**config.mk**
```make
export PLATFORM = sky130hd
export DESIGN_NAME = writeback_queue
export DESIGN_NICKNAME = d
export VERILOG_FILES = /design/src/rtl/writeback_queue_pkg.sv /design/src/rtl/writeback_queue_match.sv /design/src/rtl/writeback_queue.sv
export SDC_FILE = /design/constraint.sdc
export NUM_CORES = 1
export LEC_CHECK = 0
export CAP_MARGIN = 20
export CORE_ASPECT_RATIO = 1.1
export CORE_MARGIN = 3
export CORE_UTILIZATION = 49
export CTS_BUF_LIST = sky130_fd_sc_hd__clkbuf_2
export CTS_CLUSTER_SIZE = 16
export DETAILED_ROUTE_END_ITERATION = 16
export GPL_TIMING_DRIVEN = 0
export PLACE_DENSITY = 0.82
export SLEW_MARGIN = 10
export SYNTH_ARGS = -nofsm -noshare
export SYNTH_HDL_FRONTEND = slang
export SYNTH_HIERARCHICAL = 1
export SYNTH_SLANG_ARGS = --single-unit
```
**constraint.sdc**
```tcl
create_clock -name clk -period 2.55 [get_ports clk]
set_clock_uncertainty 0.05 [all_clocks]
set_input_delay 0.3825 -clock clk [delete_from_list [all_inputs] [get_ports clk]]
set_output_delay 0.3825 -clock clk [all_outputs]
set_load 0.02 [all_outputs]
```
**src/rtl/writeback_queue_pkg.sv**
```systemverilog
// Shared widths and the {rd, data} write-back entry used by execute, memory
// and the write-back queue.
package writeback_queue_pkg;

  localparam int DEF_REG_NUM_BITWIDTH = 5;
  localparam int DEF_WORD_BITWIDTH    = 32;
  localparam int DEF_DEPTH            = 4;

  typedef struct packed {
    logic [DEF_REG_NUM_BITWIDTH-1:0] rd;
    logic [DEF_WORD_BITWIDTH-1:0]    data;
  } wb_entry_t;

endpackage : writeback_queue_pkg

```
**src/rtl/writeback_queue_match.sv**
```systemverilog
// Busy lookup: flags a query register that has a write outstanding in any
// valid queue entry. Register 0 is never busy.
module wbq_match #(
  parameter int RW    = 5,
  parameter int DEPTH = 4
) (
  input  logic [RW-1:0]    query_i,
  input  logic [DEPTH-1:0] valid_i,
  input  logic [RW-1:0]    rd_i [DEPTH],
  output logic             busy_o
);

  logic hit;

  always_comb begin
    hit = 1'b0;
    for (int i = 0; i < DEPTH; i++) begin
      if (valid_i[i] && (rd_i[i] == query_i)) hit = 1'b1;
    end
    busy_o = hit && (query_i != '0);
  end

endmodule : wbq_match

```
**src/rtl/writeback_queue.sv**
```systemverilog
// In-order write-back queue between execute/memory and the register file
// write port, with a two-port busy lookup for decode.
module writeback_queue
  import writeback_queue_pkg::*;
#(
  parameter int REG_NUM_BITWIDTH = DEF_REG_NUM_BITWIDTH,
  parameter int WORD_BITWIDTH    = DEF_WORD_BITWIDTH,
  parameter int DEPTH            = DEF_DEPTH
) (
  input  logic                        clk,
  input  logic                        rst,
  input  logic                        alu_valid,
  input  logic [REG_NUM_BITWIDTH-1:0] alu_rd,
  input  logic [WORD_BITWIDTH-1:0]    alu_data,
  output logic                        alu_ready,
  input  logic                        ld_valid,
  input  logic [REG_NUM_BITWIDTH-1:0] ld_rd,
  input  logic [WORD_BITWIDTH-1:0]    ld_data,
  output logic                        ld_ready,
  input  logic                        hold,
  input  logic [REG_NUM_BITWIDTH-1:0] query1,
  input  logic [REG_NUM_BITWIDTH-1:0] query2,
  output logic                        busy1,
  output logic                        busy2,
  output logic [REG_NUM_BITWIDTH-1:0] regToWrite,
  output logic [WORD_BITWIDTH-1:0]    write_data,
  output logic                        doRegWrite
);

  localparam int PW = $clog2(DEPTH);
  localparam int CW = PW + 1;

  logic [REG_NUM_BITWIDTH-1:0] rd_q   [DEPTH];
  logic [WORD_BITWIDTH-1:0]    data_q [DEPTH];
  logic [PW-1:0]               head_q, head_d;
  logic [PW-1:0]               tail_q, tail_d;
  logic [CW-1:0]               count_q, count_d;

  logic                        full;
  logic                        take_ld, take_alu;
  logic                        push, pop;
  logic [REG_NUM_BITWIDTH-1:0] acc_rd;
  logic [WORD_BITWIDTH-1:0]    acc_data;
  logic [DEPTH-1:0]            entry_valid;

  // Handshake: a request transfers on a rising edge where valid && ready.
  // Ready is a function of occupancy only (never of hold or a same-cycle
  // drain); load outranks ALU, so ALU ready also drops whenever ld_valid is up.
  assign full      = (count_q == CW'(DEPTH));
  assign ld_ready  = !rst && !full;
  assign alu_ready = !rst && !full && !ld_valid;

  assign take_ld  = ld_valid && ld_ready;
  assign take_alu = alu_valid && alu_ready;
  assign acc_rd   = take_ld ? ld_rd   : alu_rd;
  assign acc_data = take_ld ? ld_data : alu_data;

  // Writes to x0 complete the handshake but never occupy an entry.
  assign push = (take_ld || take_alu) && (acc_rd != '0);
  assign pop  = !rst && (count_q != '0) && !hold;

  assign doRegWrite = pop;
  assign regToWrite = rd_q[head_q];
  assign write_data = data_q[head_q];

  always_comb begin
    head_d  = head_q;
    tail_d  = tail_q;
    count_d = count_q;
    if (pop)  head_d = head_q + PW'(1);
    if (push) tail_d = tail_q + PW'(1);
    case ({push, pop})
      2'b10:   count_d = count_q + CW'(1);
      2'b01:   count_d = count_q - CW'(1);
      default: count_d = count_q;
    endcase
  end

  always_ff @(posedge clk) begin
    if (rst) begin
      head_q  <= '0;
      tail_q  <= '0;
      count_q <= '0;
    end else begin
      head_q  <= head_d;
      tail_q  <= tail_d;
      count_q <= count_d;
    end
  end

  always_ff @(posedge clk) begin
    if (push) begin
      rd_q[tail_q]   <= acc_rd;
      data_q[tail_q] <= acc_data;
    end
  end

  // An entry is live when its distance from head is below count.
  always_comb begin
    entry_valid = '0;
    for (int i = 0; i < DEPTH; i++) begin
      entry_valid[i] = !rst && (CW'(PW'(PW'(i) - head_q)) < count_q);
    end
  end

  wbq_match #(.RW(REG_NUM_BITWIDTH), .DEPTH(DEPTH)) u_match1 (
    .query_i (query1),
    .valid_i (entry_valid),
    .rd_i    (rd_q),
    .busy_o  (busy1)
  );

  wbq_match #(.RW(REG_NUM_BITWIDTH), .DEPTH(DEPTH)) u_match2 (
    .query_i (query2),
    .valid_i (entry_valid),
    .rd_i    (rd_q),
    .busy_o  (busy2)
  );

endmodule : writeback_queue

```
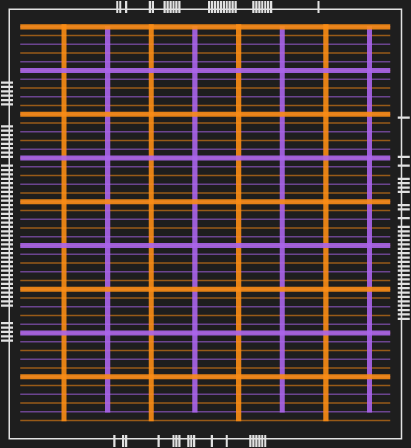
Run 1: power grid
Pins as bars on the die edge.
legend:
  orange:
    net: VSS
  purple:
    net: VDD
rows: 45
met4 straps: 8
Chip Height: 133 um
Std-Cell Core Area: 0.0141 sq mm
maximum vdd ir drop: 0.390 mV
floorplan die width: 122 um

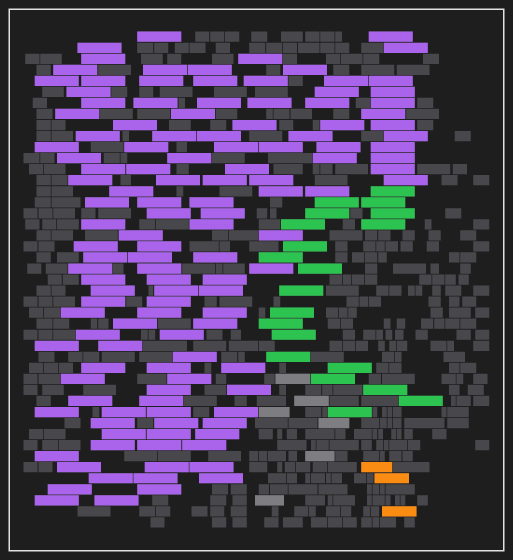
Run 1: sequential cells colored by netlist name
Other sequential cells in the stronger gray, the rest of the logic in the fainter gray.
legend:
  purple:
    name_in_the_netlist: `data_q`
    placed_flops: 128
  green:
    name_in_the_netlist: `rd_q`
    placed_flops: 20
  orange:
    name_in_the_netlist: `count_q`
    placed_flops: 3
not colored: 6
area used by sequential logic in the layout: 0.00464 sq mm
Seq/total area: 0.491
power dissipated in sequential cells: 0.00308 W
core utilization of the finished layout: 0.672

==> summary.txt, run 1 <==
Results of the run.

After detailed routing, the wire length on met1 is 6.47 mm. The post-synthesis average cell area is between 15 and 20 sq um. The placer's final routability congestion estimate is roughly 0.84. TritonCTS built the clock tree. The routed wirelength normalized by instance count is 19.7 um. The setup slack of the worst register-to-register path is approximately 10 ps. The top logic cell by instance count in the layout is edfxtp_1. The net count after synthesis is 487. Counting both buffers and inverters, the worst setup path holds a total of 2. The highest achievable clock rate is 0.348 GHz. The combined area of all synthesized cells is just over 0.007 sq mm. The leading area contributor after synthesis is edfxtp_1.

The final report lists the setup-violating endpoint count as 15. The share of synthesized area in the top cell type comes to 0.618. The worst register-to-register path depth is 11.

For the worst setup path, the data arrival time is 2440 ps. In this run the number of H-tree levels came out at 4. The smallest clock period supported by the final layout is computed as around 2900 ps. For this run the aggregate overflow at the end of global routing stands at 0. The startpoint class of the critical path is a flip-flop. The number of OpenROAD warnings is 32.

The fraction of final layout cells sized beyond drive strength 1 is 0.392. The detailed placer reported the number of placed instances as 700. The endpoint class of the critical path is an output pin.

The top flip-flop cell by instance count after synthesis is edfxtp_1. The post-synthesis cell count from yosys is a little under 400. The synthesized netlist handed to floorplanning was reported with a cell count of 388. Of the total synthesized cell area, the portion taken by AND-OR and OR-AND cells is 0.00870.

The simple-gate portion of the synthesized area is 0.0451. In the final report, the number of pins over their slew limit comes to 0. The half-perimeter wire length of the detailed placement result is 10.3 mm. The biggest fanout along the worst timing path is 2. The post-route clock period utilization is 1.13. Once detail routing completed, the nets flagged for antenna violations numbered 0. In the global route stage, overall resource usage came out at 0.190. OpenSTA lists the critical path endpoint as busy2. The share of the Yosys chip area taken by registers is 0.643. The worst max-slew margin expressed relative to the limit is 0.677. The CTS root buffer is clkbuf_2. The run reported a max-capacitance violation count of 0.

After synthesis, the largest family of logic cells by area is multiplexers. The top cell types in the final layout, fill and taps aside, are 148 x edfxtp_1, 79 x clkdlybuf4s50_1, 53 x buf_6, 37 x mux4_2, 34 x xor2_1. The clock-pin slew on the worst setup and hold paths is 250 ps. The largest individual stage delay along the critical path comes from the cell dfxtp_4. Entering global routing, the biggest net connects 27 pins. Port buffering added 120 buffers. The largest registers in the layout are data_q x128, rd_q x20, count_q x3. After clock tree synthesis, the repair step resized 223 gates. The final tally of hold violations is 0. The flow ran to the end, but the final reports show violations. After synthesis, the most frequently instantiated cells are 148 x edfxtp_1, 37 x mux4_2, 34 x xor2_1. The number of global-route vias before repair is 4,381. After floorplanning, the core was divided into 45 placement rows. Buffers inserted to repair hold after CTS numbered 0. The maximum buffer depth of the clock tree is 2. The post-synth count of flops with an enable pin is 148. The clock reaches the later pin of the worst-skew pair after 670 ps. The share of the core area taken by cells at floorplan is 0.511. The routed length on met2 is around 7.6 mm. The power per cell area is 650 mW/mm^2. Routing resource usage on met2 recorded by global route was 0.323. The count of inserted antenna diode cells is 0.

Measured against the total synthesized area, the mux share comes to 0.195. The global routing report lists met3 layer usage as 0.0428. More flip-flops sit in one register than any other, and that register is data_q. The mean number of vias per cell is 5.32. The count of warnings emitted by yosys is 6. Per STA, the worst path accumulates the most delay in the family flip-flops.

The count of placed standard cells in the final layout, fillers left out is around 760. On the worst path, the slowest cell contributes a delay of 410 ps. The layout overhead on the synthesized area is 31.6%. Looking at the setup timing report, the critical path kind is reg2out.

Counting buffers and inverters, the worst setup path is 10 cells deep. The overall die size recorded for this design is 0.0162 sq mm. The synthesized design contains 157 register bits.

Listed in order, past its start point the critical path passes buf_12 > xnor2_4 > ha_1 > a21oi_2 > nor2_1 > nor2_2 > nand3_1 > nand4_1 > o21a_1 > buf_6. The share of flip-flops with an asynchronous set or reset after synthesis is 0. In the synthesis report, Yosys lists the chip area as roughly 0.007 sq mm. The checks that failed: setup timing. The initial antenna violation count came to 0. STA lists the startpoint of the worst register-to-register path as count_q[0]$_SDFFE_PP0P_. The first-pass iteration count of the detailed router is 4.

For this design the top-level I/O count stands at 131. The first-pass GRT wire length is about 23 mm. The number of filler instances in the final layout is 990. The number of design rule violations left after detail routing is 0. After the last flow step, the layout net total stands at 659. In this run the top signal layer used is met4. The register with the most flip-flops in the layout has 128 of them. At the worst endpoint, the required time is 2120 ps. The number of distinct library cells after synthesis is 36. TritonCTS created 17 clock buffers. Among all cell types in the netlist, the one instantiated most often is edfxtp_1. Post-CTS timing repair inserted 18 buffers for setup. The transition time recorded at the tightest slew-check pin is 485 ps. The TritonCTS sink count is 157. Setup repair after global routing could not meet its margin everywhere. The terminus of the critical flop-to-flop path is count_q[2]$_SDFFE_PP0P_. The startpoint of the most critical setup path is head_q[0]$_SDFFE_PP0P_. The first-iteration detailed-routing DRC count is 239. The class of the most critical hold timing path is in2reg. The static leakage is 3.37 nW. met2 is the most crowded layer. The cell area reported after detailed placement is 0.00871 sq mm. The area fraction in xor and xnor cells is 0.0536. In the post-route analysis, the smallest setup slack over all paths is -321 ps.

The area fraction in full adders, half adders and majority gates is 0.0184. Detailed routing placed a total of about 810 um of wire on met3. Once layout is done, the placed cells without fillers occupy 0.00947 sq mm. After synthesis, the cell types taking the most area are edfxtp_1 62%, mux4_2 12%, mux2_4 6.3%.
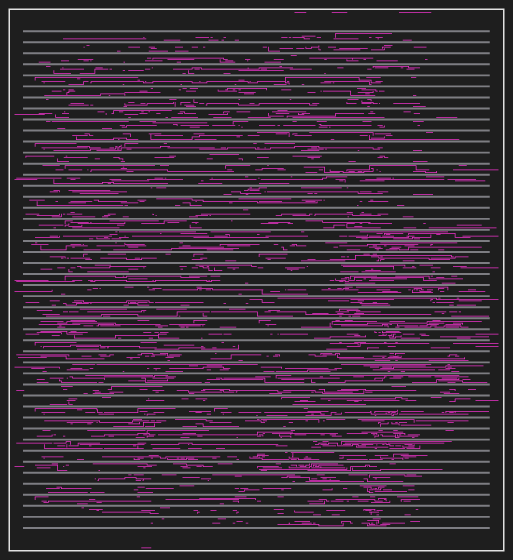
Run 1: met1 routing
Supply wires on this layer in gray.
wire length on this layer: 6,470 um
main direction: horizontal
share of all routed wire: 43%
overall via count from detail_route: 4,035
met1 global-route usage: 0.252
total wire length after detailed routing: 15.0 mm

-- run 1: worst min-delay path by stage --
stage,cells past startpoint,slack (ps),to,start
5_1_grt,2,270,data_q[2][5]$_DFFE_PP_,alu_data[5]
2_1_floorplan,1,430,tail_q[0]$_SDFFE_PP0P_,tail_q[0]$_SDFFE_PP0P_
4_1_cts,2,290,data_q[3][19]$_DFFE_PP_,ld_data[19]
3_3_place_gp,1,440,tail_q[0]$_SDFFE_PP0P_,tail_q[0]$_SDFFE_PP0P_
6_report,2,350,data_q[3][19]$_DFFE_PP_,ld_data[19]
3_5_place_dp,1,480,tail_q[0]$_SDFFE_PP0P_,tail_q[0]$_SDFFE_PP0P_
-- run 1: report_power, final --
| group | switching (W) | total (W) | internal [W] |
|---|---|---|---|
| Sequential | 0.0000675 | 0.00308 | 0.00301 |
| Clock | 0.000868 | 0.00131 | 0.000445 |
| Combinational | 0.000776 | 0.00176 | 0.000988 |
-- run 1: area by class of cell --
cell class | instances | area, sq um | area share
Sequential cell | 157 | 4640 | 0.491
Buffer | 20 | 256 | 0.0271
Tap cell | 188 | 235 | 0.0249
Timing Repair Buffer | 157 | 1680 | 0.177
Inverter | 8 | 30.0 | 0.00317
Clock buffer | 17 | 85.1 | 0.00899
Clock inverter | 13 | 146 | 0.0155
Multi-Input combinational cell | 199 | 2390 | 0.253
-- run 1: metrics by stage --
step	power, W	setup TNS [ps]	utilization	hold slack [ps]	setup WS [ps]
after global placement	0.00451	-149300	0.613	438	-1010
after detailed placement	0.00456	-14170	0.619	479	-627
after global routing	0.00643	-4150	0.672	268	-526
after CTS	0.00595	-2790	0.650	287	-461
final	0.00616	-951	0.672	353	-321
after floorplan	0.00397	0	-	425	4.60
## Run 2: what changed since run 1
--- a/config.mk
+++ b/config.mk
@@ -14,7 +14,6 @@
 export DETAILED_ROUTE_END_ITERATION = 16
 export GPL_TIMING_DRIVEN = 0
 export PLACE_DENSITY = 0.82
-export SLEW_MARGIN = 10
 export SYNTH_ARGS = -nofsm -noshare
 export SYNTH_HDL_FRONTEND = slang
 export SYNTH_HIERARCHICAL = 1
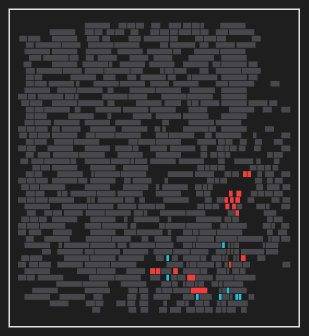
Run 2: logic cells by family
legend:
  red:
    family: nand cells
    cells: 17
    most_used: nand3_1
  cyan:
    family: inv cells
    cells: 8
    most_used: inv_1
    where: bottom right
number of standard cells in the final layout excluding fillers: 759
logic share of the area: 0.253
leading cell type in the layout, fill and taps excluded: edfxtp_1

==> summary.txt, run 2 <==
Results of the run.

Post-CTS repair ended up resizing 223 cells. The first-pass GRT wire length is 23.5 mm. The clock latency reported for the late side of the worst-skew pair is 670 ps.

The number of global-route vias before repair came to 4,381. The top-area cell type share of the netlist area is 0.618. The half-perimeter wire length of the detailed placement result is 10.3 mm. By area, the combinational part of the netlist is dominated by multiplexers. The final total power is roughly 0.0062 W.

The cell area reported after detailed placement is 0.00871 sq mm. The area figure in the yosys stat output is 0.00719 sq mm. STA classifies the critical path startpoint as a flip-flop. Of the synthesized area, sequential elements account for 0.643. Warnings raised by the tools during the run amount to 32. Summed over all routing layers, the global router reports a total usage of 0.190. Per the finish-stage timing summary, setup violations number 15.

The number of setup buffers added after CTS is 18. In this design, the stage delay of the slowest critical-path cell is 410 ps. The peak-usage layer in the global routing report is met2. The first-iteration detailed-routing DRC count is 239. TritonCTS built the clock tree. Derived from the worst setup path, the maximum achievable clock frequency is 0.348 GHz. The die covers around 0.016 sq mm. The script parses the final routing iteration and logs DRC violations as 0. The register share of total power is 0.500.

In this run the mean area of a mapped cell was 18.5 sq um. The synthesized design contains 148 enable-type register cells. STA puts the critical path data required time at 2120 ps.

The fraction of final layout cells sized beyond drive strength 1 is 0.392. The post-route utilization of the core is recorded as 0.672. The post-route clock period utilization is 1.13.

Hold is met by 353 ps. The total congestion overflow is 0. In the post-route analysis, the smallest setup slack over all paths is -321 ps. STA classifies the critical path endpoint as an output pin. The synthesized netlist contains 36 unique library cells. The flow ran to the end, but the final reports show violations. Setup repair after global routing could not meet its margin everywhere. The register ranked first by flip-flop count is data_q. The power in combinational cells is around 0.0018 W. The maximum number of pins on one net before global-route repair is 27.

The clock network power consumption is 0.00131 W. The critical path contains buffers and inverters numbering 2 combined. Counting endpoints that fail hold in the final report gives 0.

The clock-pin slew on the worst setup and hold paths is 250 ps. The class of the most critical hold timing path is in2reg. Along the worst path, the maximum fanout reaches 2.

Counting I/O delays and the setup requirement, the final critical path takes roughly 2900 ps. The count of warnings emitted by yosys is 6. The number of filler instances in the final layout is around 990. The slowest cell on the critical path is dfxtp_4. The CTS root buffer is clkbuf_2. At the pin with the least slew margin, the transition time is 485 ps. In the final layout, the registers with the most flip-flops are data_q x128, rd_q x20, count_q x3. Traced cell by cell, the critical path runs through buf_12 > xnor2_4 > ha_1 > a21oi_2 > nor2_1 > nor2_2 > nand3_1 > nand4_1 > o21a_1 > buf_6.

The total negative slack for setup checks is -951 ps. The net count of the finished layout is roughly 660. The core area is 0.0141 sq mm. TritonCTS created 17 clock buffers. Summed over all instances, the cell type with the most area after synthesis is edfxtp_1. The tool flagged a number of max-cap violations equal to 0. By instance count after routing, the leading logic cell types are 148 x edfxtp_1, 79 x clkdlybuf4s50_1, 53 x buf_6, 37 x mux4_2, 34 x xor2_1.

The combined area of all synthesized cells is slightly above 0.007 sq mm. Yosys reports that the most numerous cell types are 148 x edfxtp_1, 37 x mux4_2, 34 x xor2_1. Between the synthesized netlist and the finished layout, the area growth was recorded as 31.6%. The first detailed-routing pass ran for 4 iterations. Per the synthesis report, the adder-cell share of the synthesized area is 0.0184. The checks that failed: setup timing. The count of placed standard cells including taps is 700. The highest supply drop recorded on VDD is 0.390 mV. The clock network fraction of total power is 0.213. Of all power groups, the one with the highest power is sequential cells. The static leakage is roughly 3.4 nW. The mean number of vias per cell is approximately 5.3. The post-synth register bit count is 157. Switching power as a fraction of the total was reported as 0.278.

For this design, Yosys synthesis ends with a cell count of 388.
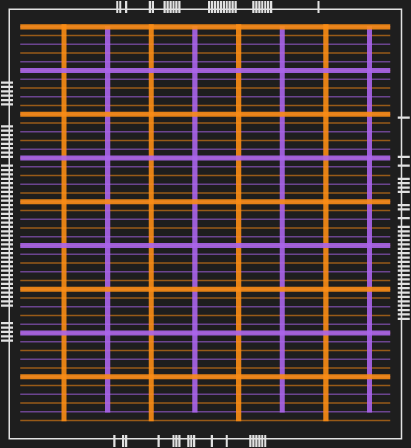
Run 2: power grid
Pins as bars on the die edge.
legend:
  orange:
    net: VSS
  purple:
    net: VDD
met4 straps: 8
signal pins: 131
met1 rails: 46

[run 2: layout make-up]
| cell class | count | area (sq um) | area share |
|---|---|---|---|
| Clock buffer | 17 | 85.1 | 0.00899 |
| Multi-Input combinational cell | 199 | 2390 | 0.253 |
| Inverter | 8 | 30.0 | 0.00317 |
| Sequential cell | 157 | 4640 | 0.491 |
| Tap cell | 188 | 235 | 0.0249 |
| Clock inverter | 13 | 146 | 0.0155 |
| Timing Repair Buffer | 157 | 1680 | 0.177 |
| Buffer | 20 | 256 | 0.0271 |
[run 2: worst reg2reg max path, delay by kind of cell, from the launching register on]
| family | cells | cell delay, ps |
|---|---|---|
| AND-OR/OR-AND | 2 | 260 |
| AND/OR/NAND/NOR | 3 | 820 |
| buffers and inverters | 3 | 240 |
| adder cells (fa/ha/maj) | 2 | 560 |
| XOR/XNOR | 1 | 160 |
| flip-flops | 1 | 410 |
[run 2: worst paths after layout]
check                                          endpoint                     from  slack (ps)  cells after the start
worst min-delay path            data_q[3][19]$_DFFE_PP_              ld_data[19]         350                      2
worst min register to register  count_q[1]$_SDFFE_PP0P_  count_q[1]$_SDFFE_PP0P_         500                      2
worst max register to register  count_q[2]$_SDFFE_PP0P_  count_q[0]$_SDFFE_PP0P_          10                     11
worst max-delay path                              busy2   head_q[0]$_SDFFE_PP0P_        -320                     10
[run 2: kinds of logic (layout without fill, tap and decap cells)]
kind of cell / count (synthesis) / after routing
AOI/OAI and AO/OA: 10 / 10
xor gates and xnor gates: 44 / 44
adders and majority gates: 10 / 10
buffers and inverters: 32 / 215
DFF: 157 / 157
muxes: 78 / 78
and+or+nand+nor: 57 / 57
[run 2: metal layers]
metal	routed length, um	part of all wire
met2	7570	0.51
met5	0	0
met4	101	0.0068
met3	808	0.054
met1	6470	0.43
Run 2, clock routing:
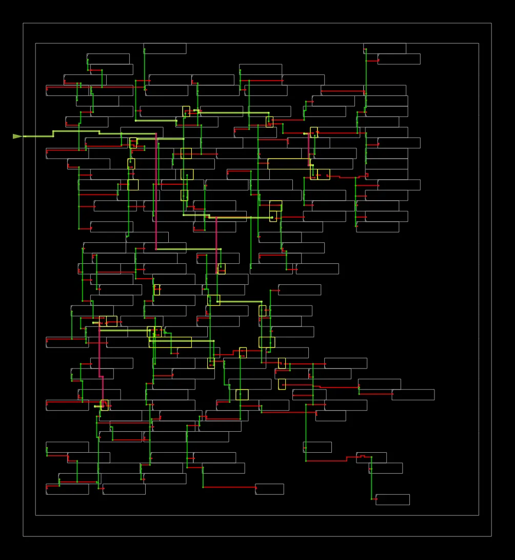

## Run 3: what changed since run 2
==> constraint.sdc (replaced) <==
create_clock -name clk -period 2.55 [get_ports clk]
set_clock_uncertainty 0.05 [all_clocks]
set_input_delay 0.3825 -clock clk [delete_from_list [all_inputs] [get_ports clk]]
set_output_delay 0.3825 -clock clk [all_outputs]
set_load 0.005 [all_outputs]
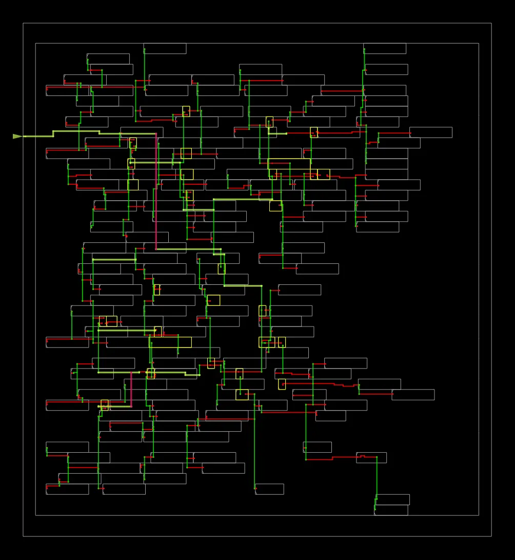
Run 3: clock routing
layout clock buffer count: 17
number of sequential cells in the layout: 157
reported clock group power: 0.00129 W
# clock sinks: 157
latest clock arrival within the worst-skew pair: 670 ps

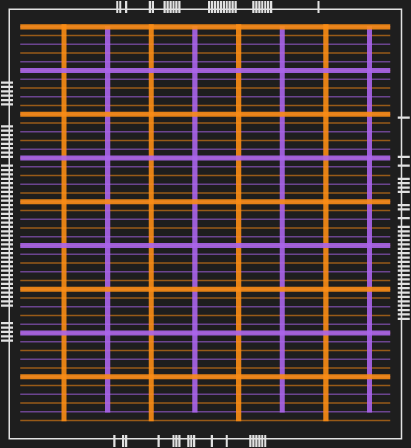
Run 3: power grid
Pins as bars on the die edge.
legend:
  orange:
    net: VSS
  purple:
    net: VDD
signal pins: 131
met5 straps: 9
met4 straps: 8
rows: 45
met1 rails: 46
maximum vdd ir drop: 0.345 mV

==> summary.txt, run 3 <==
Results of the run.

The flip-flop and latch count after synthesis is 157. The power per cell area is around 630 mW/mm^2. The total overflow left after global routing is 0. After detailed routing, the met2 layer carries 7.60 mm of wire. The final reports fail on setup timing. Max-slew check failures listed in the final report amount to 0.

Counting flops with an async set or reset pin after synthesis yields a share of 0. Counting every net in the synthesized netlist gives 487. Checking max transition, the worst relative margin is 0.682. The class of the most critical hold timing path is in2reg. TritonRoute reported its final design rule violation total as 0.

Counting along the longest clock path gives a buffer depth of 2. The global routing report lists combined usage of all routing layers as 0.192. The met3 track demand over resource is 0.0428. Buffers added to address setup during post-CTS repair amount to 20. The flow reports an fmax of 0.359 GHz. Counting instances in the post-synthesis netlist gives the leading cell types as 148 x edfxtp_1, 37 x mux4_2, 34 x xor2_1. The top-level I/O count is around 130. In the per-layer breakdown of the detailed-route log, met1 shows 6.25 mm.

The post-synthesis average cell area is approximately 19 sq um. Counting the buffers created by CTS gives 17. The placer's final routability congestion estimate is roughly 0.84. The die height is 133 um. For the worst setup path, the data required time is between 2000 and 2500 ps. For this block, the via count after detailed routing is 4,051. The initial antenna violation count is 0. The area fraction of the largest cell type after synthesis is 0.618. In the layout the commonest cells are 148 x edfxtp_1, 78 x clkdlybuf4s50_1, 37 x mux4_2, 34 x xor2_1, 30 x mux2_4. The top logic cell by instance count in the layout is edfxtp_1.

The number of global-route vias before repair came to ~4,400. Hold-check failures listed in the final report amount to 0. The first-pass iteration count of the detailed router is 4. The routed wirelength normalized by instance count is 19.7 um. Buffers inserted to repair hold after CTS numbered 0.

In the floorplan report the effective utilization is 0.511. After synthesis, the chip area reported by Yosys is between 0.007 and 0.008 sq mm. In the final layout, the registers with the most flip-flops are data_q x128, rd_q x20, count_q x3. The first-iteration detailed-routing DRC count is about 190. The critical path data arrival time is 2350 ps. The finished layout reports a core utilization of 0.659.

The static leakage is 3.32 nW. The flow ran to the end, but the final reports show violations. The startpoint class of the critical path is a flip-flop. The uppermost metal layer occupied by signal nets is met4. Per the timing report, the biggest fanout along the worst path comes to 4. For this run, the post-layout net count is 650. The register with the most flip-flops in the layout has 128 of them. Once detailed placement completed, the half-perimeter wirelength came to 10.3 mm. The antenna violation net count after detailed routing is 0. The CTS root buffer is clkbuf_2. The first global-routing pass estimated 23.7 mm of wire. The synthesis stats list as the most numerous cell edfxtp_1. Looking at the worst setup and hold paths, the clock pins of their registers show a slew of 240 ps.

The most used flip-flop cell after synthesis is edfxtp_1. In the final report, the number of endpoints failing setup comes to 2. Setup repair after global routing could not meet its margin everywhere. The layout overhead on the synthesized area is 29.0%. In the synthesized netlist, the number of instances is approximately 390.

The cell area reported after detailed placement is just under 0.009 sq mm. The post-route clock period utilization is 1.09. The run reported a max-capacitance violation count of 0.

The floorplan die width is 122 um. After detailed routing, the met3 layer carries 879 um of wire. The number of OpenROAD warnings is 32. The final worst slack is -237 ps. The register ranked first by flip-flop count is data_q. The final design area excluding fillers is 0.00928 sq mm. The TritonCTS clock tree is yes.
run 3: cell counts after synthesis:
No cell type changed its count.
run 3: logic make-up after synthesis:
family                   after synthesis  share of synthesized area
flip-flops                           157                      0.643
adder cells (fa/ha/maj)               10                     0.0184
multiplexers                          78                      0.195
buffers and inverters                 32                     0.0358
XOR/XNOR                              44                     0.0536
AND/OR/NAND/NOR                       57                     0.0451
AND-OR/OR-AND                         10                    0.00870
run 3: path summary, 6_finish.rpt:
kind,end,slack (ps),cells past startpoint
setup / recovery,busy1,-240,10
hold / removal,data_q[2][19]$_DFFE_PP_,360,2
setup reg to reg,count_q[2]$_SDFFE_PP0P_,20,11
hold reg to reg,tail_q[1]$_SDFFE_PP0P_,500,2
run 3: worst max-delay path, stage by stage (launching register included):
cell	delay, ps
dfxtp_2	380
clkbuf_16	150
xnor2_4	170
ha_1	260
a21oi_2	120
nor2_1	60
nor2_2	140
nand3_1	90
nand4_1	100
o21a_1	130
buf_2	110
run 3: power by group:
part | leakage, nW | switching, W | total, W | internal (W)
sequential | 1.43 | 0.0000616 | 0.00307 | 0.00301
clock | 0.131 | 0.000848 | 0.00129 | 0.000445
combinational | 1.76 | 0.000613 | 0.00148 | 0.000871
run 3: stage by stage:
stage	hold slack [ps]	cells	total power [W]	setup TNS (ps)
floorplan	425	388	0.00382	0
global placement	438	696	0.00436	-148290
detailed placement	479	700	0.00441	-12940
CTS	287	752	0.00589	-4600
global route	264	750	0.00614	-3410
finish	358	750	0.00585	-469
run 3: cell type report:
cell class | count | area (sq um)
plain buffers | 22 | 297
repair buffers | 146 | 1440
clock buffers | 17 | 85.1
clock inverters | 13 | 146
well taps | 188 | 235
flip-flops and latches | 157 | 4640
multi-input cells | 199 | 2400
inverters | 8 | 30.0
fillers | 1018 | 4800
Power is estimated from default activity; no workload was simulated.
